==> config.mk <==
export PLATFORM = sky130hd
export DESIGN_NAME = bus_xfer_ctrl
export DESIGN_NICKNAME = d
export VERILOG_FILES = /design/src/rtl/bus_xfer_ctrl.sv
export SDC_FILE = /design/constraint.sdc
export NUM_CORES = 1
export LEC_CHECK = 0
export CORE_ASPECT_RATIO = 0.8
export CORE_MARGIN = 3
export CORE_UTILIZATION = 43
export DETAILED_ROUTE_END_ITERATION = 7
export GPL_ROUTABILITY_DRIVEN = 0
export PLACE_DENSITY = 0.78
export SLEW_MARGIN = 15
export SYNTH_ARGS = -nofsm -noshare
export SYNTH_HDL_FRONTEND = slang
export SYNTH_SLANG_ARGS = --single-unit
==> constraint.sdc <==
create_clock -name clk -period 2.6 [get_ports clk]
set_input_delay 0.26 -clock clk [delete_from_list [all_inputs] [get_ports clk]]
set_output_delay 0.26 -clock clk [all_outputs]
set_load 0.03 [all_outputs]
**Run 1: I/O nets highlighted**

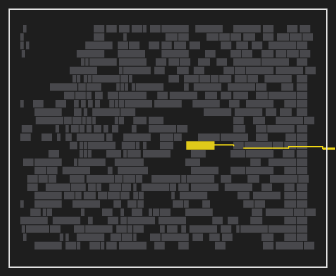
- yellow: `xfer_done` (direction output; end cells 1; buffers 1; wire 34.4 um)
# port buffers: 110
I/O pin cnt: 127

**Run 1: placement density heat map**

The die is cut into 10 by 8 equal tiles; white is low, dark blue is high, 0 to 100% covered.
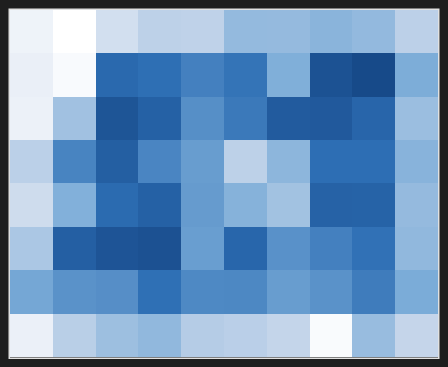
- nearly empty tiles: 1.3%
- densest ninth of the die: middle right
- emptiest ninth of the die: upper left
final core occ: 64.7%
fp_density: 45.6%
core area: 0.00709 sq mm

**Run 1: placed cells, one colour a class**

Scale bar: 20 um. Fill, decap, tap and diode cells in grey.
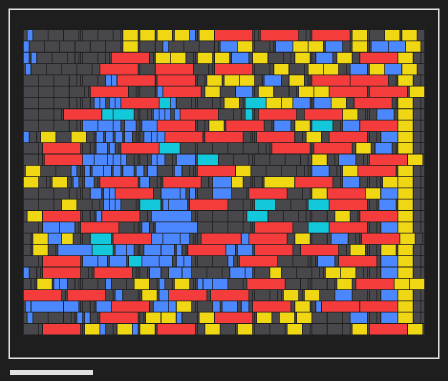
- blue: combinational and other logic (cells 157; share of their area 26%)
- yellow: remaining buffers and delay cells (cells 115; share of their area 26%)
- cyan: clock drivers and dummy loads (cells 16; share of their area 4.3%)
- red: sequential cells (cells 78; share of their area 44%)
flop share of the area: 42.6%
row cnt: 27
Final Instance Area: 0.00459 sq mm

==> reports/results.txt, run 1 <==
wire length on met1 -> 3010 um
synth-to-layout area growth -> 41.7%
Routed Antenna Nets -> 0
CP startpoint kind -> register
clock slew at reported path FFs -> 80 ps
Top-area cell share -> 59.5%
OpenROAD warnings -> 30
worst hold path type -> input pin to async pin
endpoints failing hold -> 0
simple share -> 12.9%
synth cell count leaders -> dfrtp_1 (77), mux2_2 (36), nand2_1 (17), buf_4 (16), nor2_1 (15)
met3 Usage GRT -> 5.43%
post-synthesis sequential area ratio -> 60.3%
Registers, synthesis -> 78
mapped cell area -> 0.00324 sq mm
CP max FO -> 18
Largest logic family -> multiplexers
WP depth -> 6
dpl ws -> 454 ps
Final Setup Violations -> 0
diode count -> 0
PwrDens -> 1270 mW/mm^2
share of cells above drive strength 1 -> 21.0%
vias in the first global route -> 2338
Commonest Layout Cell -> clkdlybuf4s50_1
total negative slack -> 0 ps
met1 usage -> 20.9%
routed wl met2 -> 3280 um
max reg flops -> 32
setup ws final -> 515 ps
crit path time final -> 2090 ps
status -> finished clean
clk_lat worst skew -> 340 ps
Syn Inst Count -> 244
CP top delay family -> XOR/XNOR gates
FF-to-FF path depth -> 6
met3 wire length -> 581 um
max layer used -> met4
CP arrival -> 2280 ps
CTS tree -> built
Routed WL -> 6920 um
CTS Sinks -> 78
Lkg Pwr -> 1.95 nW
DRT Pass-1 Iters -> 5
Yosys warnings -> 0
XOR Share, Synth -> 0.850%
yosys adder share -> 1.93%
H-tree depth -> 3
Min Hold Slack -> 320 ps
routed via count -> 2199
RSZ-0062 raised after global routing -> no
max incr delay on CP -> 570 ps
pin count of the biggest net entering global routing -> 33
Hold-fix buffers, CTS -> 0
clock buffer count from CTS -> 9
Crit path required time -> 2790 ps
busiest layer in global routing -> met2
number of distinct library cells after synthesis -> 38
crit path cell chain -> inv_1 -> ha_1 -> a21oi_1 -> o221ai_4 -> xnor2_4 -> nor3_1
Top cells by area -> dfrtp_1 (60%), mux2_2 (13%), buf_4 (3.7%)
slowest CP cell -> xnor2_4
R2R Setup Slk -> 510 ps
==> run 1: stage by stage <==
stage	total power, mW	cells	area [sq um]
floorplan	4.01	259	3290
global placement	4.94	437	4390
detailed placement	5.02	437	4390
CTS	5.89	453	4590
global route	6.17	453	4590
finish	5.82	453	4590
==> run 1: cell type report <==
class                      instances  area [sq um]
clock buffer                      12           165
clock inverter                     4          28.8
fill                             562          2510
inverter                           5          23.8
multi-input combinational        152          1160
sequential                        78          1950
tap                               87           109
timing repair buffer             115          1150
==> run 1: power by group <==
group | leakage, nW | internal, mW | switching, mW
Clock | 0.0950 | 0.427 | 0.427
Sequential | 0.986 | 1.66 | 0.258
Combinational | 0.871 | 1.29 | 1.75
Total | 1.95 | 3.38 | 2.44
**Run 1: metal 1**

Supply wires on this layer in grey.
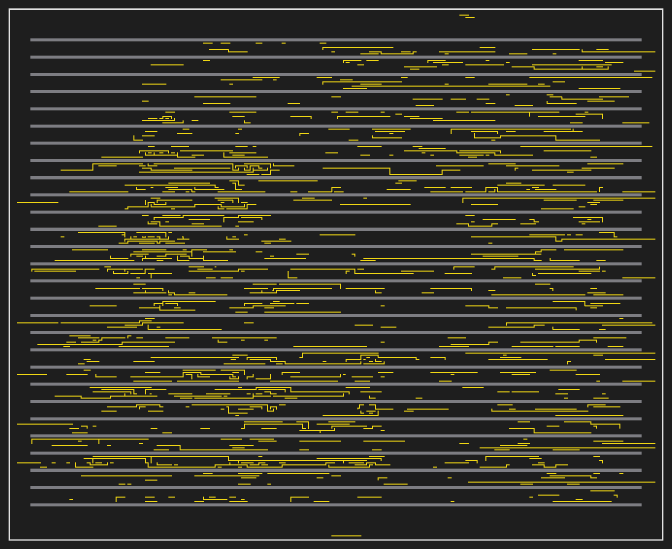

==> inputs of run 2 (changes only) <==
Clock period 2.6 ns to 2 ns, I/O delays scaled along.
**Run 2: metal 1**

Supply wires on this layer in grey.
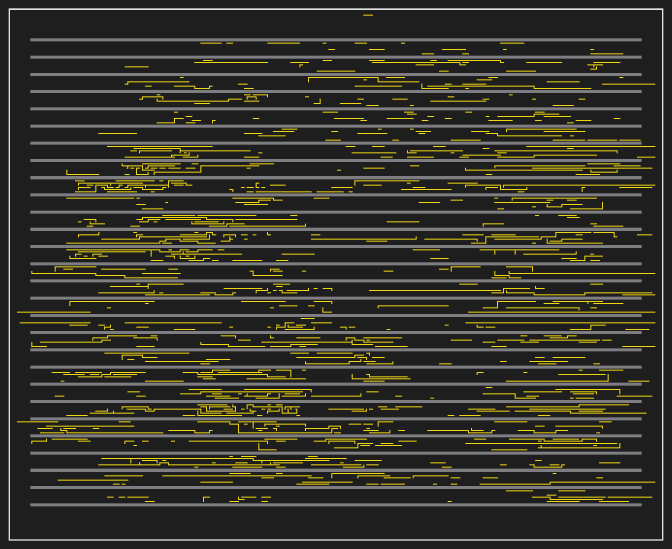
- main direction: horizontal
- nets with wire on the layer: 349
- longest straight run: 29.9 um
- share of all routed wire: 43%
- wire length on this layer: 3040 um
routed via count: 2180
Routed WL: 7010 um
met1 usage: 21.8%

**Run 2: I/O nets highlighted**

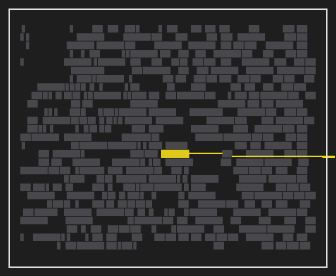
- yellow: `xfer_done` (direction output; end cells 1; buffers 1; wire 41.7 um)

==> run 2 against run 1 <==
Against the previous run:
- global-route usage up 0.34 points
- worst hold slack better by 15 ps
- routed wire length up 1.4%
- die area unchanged
- synthesized cell count unchanged
- synthesized area unchanged
- clock-buffer cell count down 2
- first-iteration DRC count up 17%
- sequential power up about 30%
- register-to-register slack worse by 270 ps
==> reports/results.txt, run 2 <==
status -> finished clean
most frequent cells in the layout -> clkdlybuf4s50_1 (110), dfrtp_1 (77), mux2_2 (36)
synth-to-layout area growth -> 43.5%
DR DRC count -> 0
vias in the first global route -> 2289 (-2.1%)
synth cell count leaders -> dfrtp_1 (77), mux2_2 (36), nand2_1 (17), buf_4 (16), nor2_1 (15)
Crit path required time -> 1800 ps (-990 ps)
Yosys warnings -> 0 (unchanged)
max layer used -> met4
CTS Sinks -> 78 (unchanged)
crit path cell chain -> clkdlybuf4s50_1
DRT Pass-1 Iters -> 4 (-1)
core area -> 0.00709 sq mm (unchanged)
Sw Pwr -> 3.22 mW (+32%)
clock buffer count from CTS -> 9 (unchanged)
endpoints failing hold -> 0 (unchanged)
Syn Inst Count -> 244 (unchanged)
wire length on met1 -> 3040 um (+0.93%)
met3 Usage GRT -> 6.60% (+1.2 points)
met3 wire length -> 539 um (-7.2%)
Power Total -> 7.91 mW (+36%)
# port buffers -> 110 (unchanged)
diode count -> 0 (unchanged)
busiest layer in global routing -> met2
FF-to-FF path depth -> 4 (-2)
clk_lat worst skew -> 340 ps (about the same)
OpenROAD warnings -> 30 (unchanged)
share of cells above drive strength 1 -> 21.8% (+0.79 points)
slowest CP cell -> clkdlybuf4s50_1
CP max FO -> 7 (-11)
Top-area cell share -> 59.5% (unchanged)
CTS tree -> built
H-tree depth -> 3 (unchanged)
crit path time final -> 1840 ps
post-synthesis sequential area ratio -> 60.3% (unchanged)
simple share -> 12.9% (unchanged)
max incr delay on CP -> 690 ps (+120 ps)
Final Setup Violations -> 0 (unchanged)
Lkg Pwr -> 1.98 nW (+1.6%)
fp_density -> 45.6% (unchanged)
RSZ-0062 raised after global routing -> no
Seq pwr share -> 31.5% (-1.5 points)
pin count of the biggest net entering global routing -> 44 (+33%)
PwrDens -> 1700 mW/mm^2 (+34%)
DP Area -> 0.00442 sq mm (+0.60%)
XOR Share, Synth -> 0.850% (unchanged)
Routed Antenna Nets -> 0 (unchanged)
row cnt -> 27 (unchanged)
yosys stat cell total -> 244
Top cells by area -> dfrtp_1 (60%), mux2_2 (13%), buf_4 (3.7%)
Final Instance Area -> 0.00465 sq mm (+1.3%)
I/O pin cnt -> 127 (unchanged)
Min Hold Slack -> 336 ps (+15.2 ps)
Comb pwr share -> 52.7% (+0.4 points)
number of distinct library cells after synthesis -> 38 (unchanged)
Commonest Layout Cell -> clkdlybuf4s50_1
final core occ -> 65.5% (+0.86 points)
dpl ws -> 4.55 ps (-450 ps)
CP top delay family -> buffers and inverters
setup ws final -> 157 ps (-358 ps)
routed wl met2 -> 3390 um (+3.5%)
WP depth -> 1 (-5)
Clk network pwr share -> 15.8% (+1.1 points)
worst hold path type -> input pin to async pin
max reg flops -> 32 (unchanged)
R2R Setup Slk -> 240 ps (-270 ps)
total negative slack -> 0 ps (unchanged)
Pint -> 4.69 mW (+39%)
total placed cells including tap cells -> 440 (+0.69%)
CP startpoint kind -> register
clock slew at reported path FFs -> 80 ps (about the same)
mapped cell area -> 0.00324 sq mm (unchanged)
Registers, synthesis -> 78 (unchanged)
[run 2: layout make-up]
| class | instances | area [sq um] |
|---|---|---|
| Fill cell | 549 | 2450 |
| Sequential cell | 78 | 1950 |
| Timing Repair Buffer | 120 | 1190 |
| Multi-Input combinational cell | 152 | 1160 |
| Clock buffer | 10 | 128 |
| Tap cell | 87 | 109 |
| Clock inverter | 6 | 86.3 |
| Inverter | 5 | 27.5 |
[run 2: power by group through the flow]
stage	sequential, mW	clock (mW)	combinational, mW
finish	2.49	1.25	4.17
global route	2.57	1.37	4.47
CTS	2.50	1.30	4.20
detailed placement	2.53	0	4.08
global placement	2.49	0	4.00
floorplan	3.41	0	1.80
No activity file was given, so power comes from the tool's default toggle rates.
